==> config.mk <==
export PLATFORM = sky130hd
export DESIGN_NAME = piso_serializer
export DESIGN_NICKNAME = d
export VERILOG_FILES = /design/src/rtl/piso_pkg.sv /design/src/rtl/piso_bit_counter.sv /design/src/rtl/piso_serializer.sv
export SDC_FILE = /design/constraint.sdc
export NUM_CORES = 1
export LEC_CHECK = 0
export ABC_AREA = 0
export CORE_MARGIN = 5
export CORE_UTILIZATION = 45
export CTS_CLUSTER_DIAMETER = 100
export DETAILED_ROUTE_END_ITERATION = 16
export PLACE_DENSITY = 0.75
export SLEW_MARGIN = 20
export SYNTH_ARGS = -nofsm -noshare
export SYNTH_HDL_FRONTEND = slang
export SYNTH_SLANG_ARGS = --single-unit
==> constraint.sdc <==
create_clock -name clk -period 1.7 [get_ports clk]
set_input_delay 0.34 -clock clk [delete_from_list [all_inputs] [get_ports clk]]
set_output_delay 0.34 -clock clk [all_outputs]
set_load 0.005 [all_outputs]
==> src/rtl/piso_pkg.sv <==
// Shared constants and the state type for the parallel-in/serial-out serializer.
package piso_pkg;
  localparam int DEFAULT_WIDTH = 8;

  typedef enum logic {
    IDLE  = 1'b0,
    SHIFT = 1'b1
  } state_t;
endpackage

==> src/rtl/piso_bit_counter.sv <==
// Bit-position counter: synchronous clear to zero, saturating increment, terminal-count flag.
module piso_bit_counter #(
  parameter int WIDTH = 8
) (
  input  logic                     clk,
  input  logic                     reset,
  input  logic                     clear,
  input  logic                     en,
  output logic [$clog2(WIDTH)-1:0] count,
  output logic                     tc
);
  localparam int CW = $clog2(WIDTH);

  assign tc = (count == CW'(WIDTH - 1));

  // Saturates at WIDTH-1 so a non-power-of-two width never wraps.
  always_ff @(posedge clk or posedge reset) begin
    if (reset)            count <= '0;
    else if (clear)       count <= '0;
    else if (en && !tc)   count <= count + CW'(1);
  end
endmodule

==> src/rtl/piso_serializer.sv <==
// Parallel-in/serial-out serializer, MSB first, with back-to-back word acceptance on the last bit.
module piso_serializer
  import piso_pkg::*;
#(
  parameter int WIDTH = DEFAULT_WIDTH
) (
  input  logic             clk,
  input  logic             reset,
  input  logic             load_valid,
  output logic             load_ready,
  input  logic [WIDTH-1:0] data_in,
  output logic             data_out,
  output logic             serial_valid,
  output logic             frame_start,
  output logic             done
);
  localparam int CW = $clog2(WIDTH);

  state_t           state, state_nxt;
  logic [WIDTH-1:0] sreg;
  logic [CW-1:0]    cnt;
  logic             tc;
  logic             last_bit;
  logic             accept;

  assign last_bit = (state == SHIFT) && tc;
  assign accept   = load_valid && load_ready;

  // Counter returns to zero on accept and when a frame ends, so IDLE always sees zero.
  piso_bit_counter #(.WIDTH(WIDTH)) u_cnt (
    .clk   (clk),
    .reset (reset),
    .clear (accept || last_bit),
    .en    (state == SHIFT),
    .count (cnt),
    .tc    (tc)
  );

  always_ff @(posedge clk or posedge reset) begin
    if (reset) state <= IDLE;
    else       state <= state_nxt;
  end

  always_comb begin
    state_nxt = state;
    case (state)
      IDLE:    if (accept) state_nxt = SHIFT;
      SHIFT:   if (tc && !accept) state_nxt = IDLE;
      default: state_nxt = IDLE;
    endcase
  end

  always_comb begin
    load_ready   = (state == IDLE) || last_bit;
    serial_valid = (state == SHIFT);
    data_out     = (state == SHIFT) && sreg[WIDTH-1];
    frame_start  = (state == SHIFT) && (cnt == '0);
    done         = last_bit;
  end

  always_ff @(posedge clk or posedge reset) begin
    if (reset)                sreg <= '0;
    else if (accept)          sreg <= data_in;
    else if (state == SHIFT)  sreg <= {sreg[WIDTH-2:0], 1'b0};
  end
endmodule

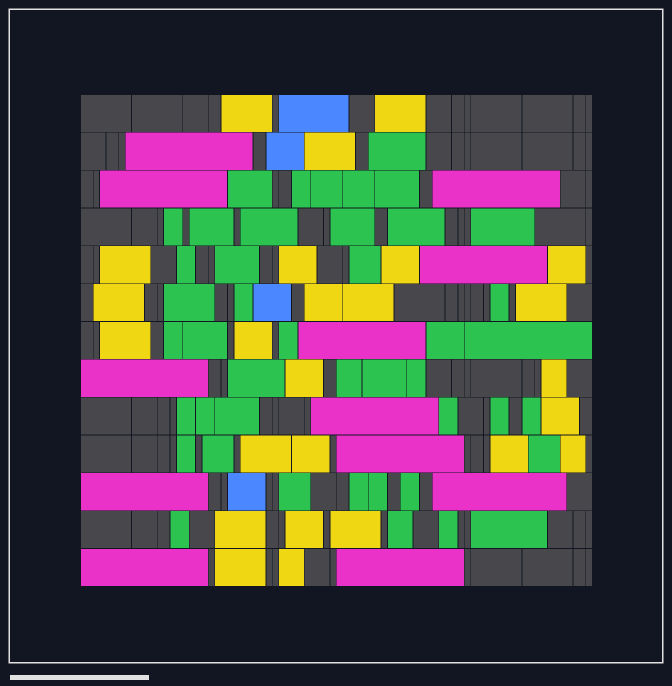
Figure 1: placed cells, one colour a class.
Scale bar: 10 um. Fill, decap, tap and diode cells in grey.
legend:
  yellow:
    class: other buffers and delay cells
    cells: 25
    share_of_their_area: 25%
  blue:
    class: clock drivers and dummy loads
    cells: 4
    share_of_their_area: 4.3%
  magenta:
    class: flops
    cells: 12
    share_of_their_area: 35%
  green:
    class: combinational and other logic
    cells: 44
    share_of_their_area: 36%

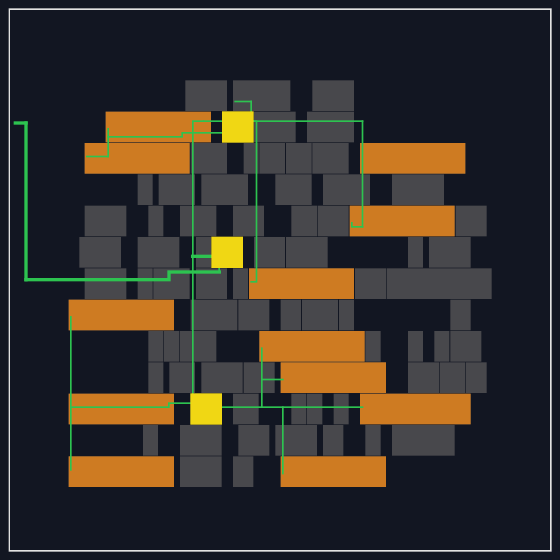
Figure 2: clock distribution.
legend:
  orange:
    item: flip-flops
    count: 12
  green:
    item: clock wires
    length: 172 um
  yellow:
    item: clock drivers
    count: 3
routed clock nets: 4
clk pwr: 0.227 mW
Clk pwr share: 0.177
Clock Latency Late Sink: 0.27 ns
Setup Skew: 0.00330 ns

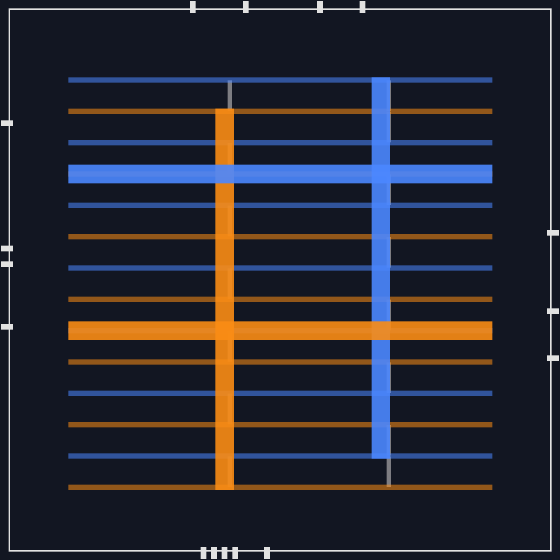
Figure 3: PDN straps and rails.
Pins as bars on the die edge. Tap cells in grey.
legend:
  orange:
    net: VSS
  blue:
    net: VDD
signal pins: 16
rows: 13
met1 rails: 14
core area: 1300 um2
worst vdd ir: 0.000922 V

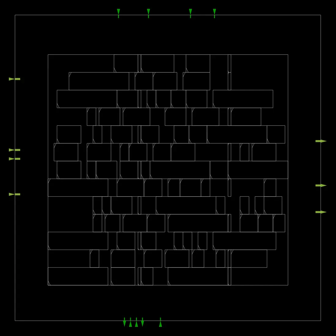
Figure 4: placed standard cells.
Final Core Density: 0.669
Filler cells: 125
Layout Cells excl Fill: 100
register share of the cell area: 0.346
Rows: 13

==> impl_metrics.json <==
{
  "status": "finished, final reports clean",
  "vias": 551,
  "ys_chip_area_um2": 612,
  "cap_violations": 0,
  "finalHoldViolations": 0,
  "slowest_stage": "dfrtp_1",
  "synth_nets": 73,
  "p_leak_nw": 0.428,
  "start_kind": "register",
  "ys.flops": 12,
  "finalSetupViolations": 0,
  "htreeDepth": 1,
  "drt_wl_total_um": 1480,
  "cts-buffers-inserted": 3,
  "end_kind": "primary output",
  "critPathKind": "register to primary output",
  "postSynthAreaPerCell_um2": 10.4,
  "io_buffers": 15,
  "routedWlPerCell_um": 14.8,
  "slew_viol_final": 0,
  "n_antenna_cell": 0,
  "intPower_mw": 0.846,
  "initialDrtViolationCount": 18,
  "required_ns": 1.36,
  "fin_crit_ns": 1.64,
  "critPathMaxFanout": 3,
  "drt_first_pass_iters": 4,
  "final_nets": 100,
  "grt_max_degree": 14,
  "async_reset_ff_frac": 1.00,
  "antenna_found_initial": 0,
  "synth-edff-count": 0,
  "cts.sinks": 12,
  "flop_cell": "dfrtp_1",
  "min-delay-path-class": "primary input to async pin",
  "clock.fmax_mhz": 609,
  "min_period_over_period": 0.966,
  "warnings": 28,
  "switchingPower_mw": 0.433,
  "viasPerCell": 5.51,
  "gp_congestion": 0.718,
  "drc": 0,
  "seq_area_um2": 302,
  "cts_root_buffer": "clkbuf_4",
  "relSlewSlack": 0.681,
  "clock_path_buffers": 2,
  "cts_tree": "done",
  "ctsHoldBuffers": 0,
  "io-pin-count": 16,
  "drive_gt1_frac": 0.282,
  "dp.cells": 94,
  "ys_types": 17,
  "logic_area_um2": 285,
  "pwr-share-comb": 0.449,
  "fp.dieW_um": 46.9,
  "initCoreUtil": 0.470,
  "syn-cell-area_um2": 612,
  "area_delta_synth_final_pct": 42.3,
  "ys_seq_frac": 0.491,
  "hpwl_um": 1060,
  "yosysWarningCount": 0,
  "grt_pass1_vias": 553,
  "rsz0062_at_grt": "yes",
  "die-area_um2": 2200,
  "cp_slowest_stage_delay_ns": 0.39,
  "die_h_um": 46.9,
  "detail-route-antenna-nets": 0,
  "p_seq_frac": 0.374,
  "path_clk_slew_ns": 0.08,
  "power.density_nw_per_um2": 1470,
  "grt_overflow": 0,
  "crit_chain": "ha_2 > ha_4 > nand2b_1 > buf_2",
  "holdWs_ns": 0.378,
  "power.share.switching": 0.338,
  "crit_arrival_ns": 1.30,
  "gr-usage-all-layers": 0.163,
  "tightest_slew_ns": 0.478,
  "ys_cells": 59,
  "grt_pass1_wl_um": 2420,
  "synthCells": 59
}
## placed cells by master, fill, tap and decap left out
cell,instances
a211o_1,3
a21boi_2,1
a32o_1,1
a32oi_1,4
and2_1,2
buf_2,3
buf_4,10
clkbuf_4,3
clkbuf_8,1
clkdlybuf4s50_1,12
dfrtp_1,11
dfrtp_2,1
ha_1,1
ha_2,1
ha_4,1
inv_1,5
nand2_1,12
nand2b_1,1
nor2_1,2
nor2b_1,3
o21ai_0,2
o221a_2,3
o32ai_1,1
or2b_1,1
## registers in the layout, indices dropped and copies added (netlist names)
signal / count
u_cnt.count: 3
sreg: 8
serial_valid: 1
## cells by family after synthesis
kind of cell | share of synthesized area
simple gates | 0.160
fa+ha+maj | 0.0614
flops | 0.491
buf+inv | 0.0675
compound gates | 0.221
## worst max-delay path, delay by kind of cell, from the launching register on
family	cells	cell delay, ns
and+or+nand+nor	1	0.15
adders and majority gates	2	0.36
DFF	1	0.39
buffers and inverters	1	0.13
## layout make-up
class                   instances  area share
clock buffers                   4      0.0417
inverters                       5      0.0216
multi-input cells              39       0.328
flip-flops and latches         12       0.346
well taps                      15      0.0216
repair buffers                 25       0.241
## layer usage
metal | part of all wire | GRT usage | vias to the layer above | wire (um)
met3 | 0.050 | 0.0230 | 2 | 74
met2 | 0.51 | 0.282 | 22 | 757
met5 | 0 | 0 | - | 0
met4 | 0.0088 | 0.0994 | 0 | 13
met1 | 0.43 | 0.188 | 267 | 636
li1 | - | - | 260 | -
## synthesized netlist by cell type, types with 2 or more instances
master,instances,share of area
nand2_1,12,0.074
and2_1,2,0.020
a32oi_1,4,0.057
nor2_1,2,0.012
o21ai_0,2,0.016
o221a_2,3,0.055
inv_1,5,0.031
a211o_1,3,0.043
buf_4,3,0.037
dfrtp_1,12,0.49
nor2b_1,3,0.031
ha_1,3,0.061
## repair_timing
item,4_1_cts,5_1_grt
setup buffers,0,2
gates resized,16,0
gates cloned,0,0
pin swaps,2,0
setup endpoints to repair,4,2
## through the flow
step | setup WS, ns | instance area, um2 | power (mW) | setup TNS [ns]
after detailed placement | -0.0367 | 818 | 1.04 | -0.0367
final | 0.0579 | 871 | 1.28 | 0
after floorplan | 0.188 | 612 | 0.786 | 0
after global placement | -0.00982 | 818 | 1.01 | -0.00982
after global routing | -0.00573 | 871 | 1.38 | -0.00573
after CTS | 0.0227 | 856 | 1.28 | 0
## power groups by stage
stage / combinational (mW) / sequential, mW / clock (mW)
after floorplan: 0.330 / 0.456 / 0
final: 0.575 / 0.478 / 0.227
after CTS: 0.564 / 0.479 / 0.234
after global routing: 0.642 / 0.492 / 0.249
after global placement: 0.537 / 0.468 / 0
after detailed placement: 0.568 / 0.474 / 0
## worst paths after layout
kind	startpoint	endpoint	slack [ns]	cells after the start
min in group clk	sreg[5]	sreg[5]	0.49	2
worst min register to register	sreg[5]	sreg[5]	0.49	2
worst min-delay path	reset	sreg[2]	0.38	2
worst max register to register	u_cnt.count[1]	sreg[7]	0.18	6
worst max-delay path	u_cnt.count[1]	load_ready	0.06	4
max in group asynchronous	reset	serial_valid	0.97	2
Power is estimated from default activity; no workload was simulated.
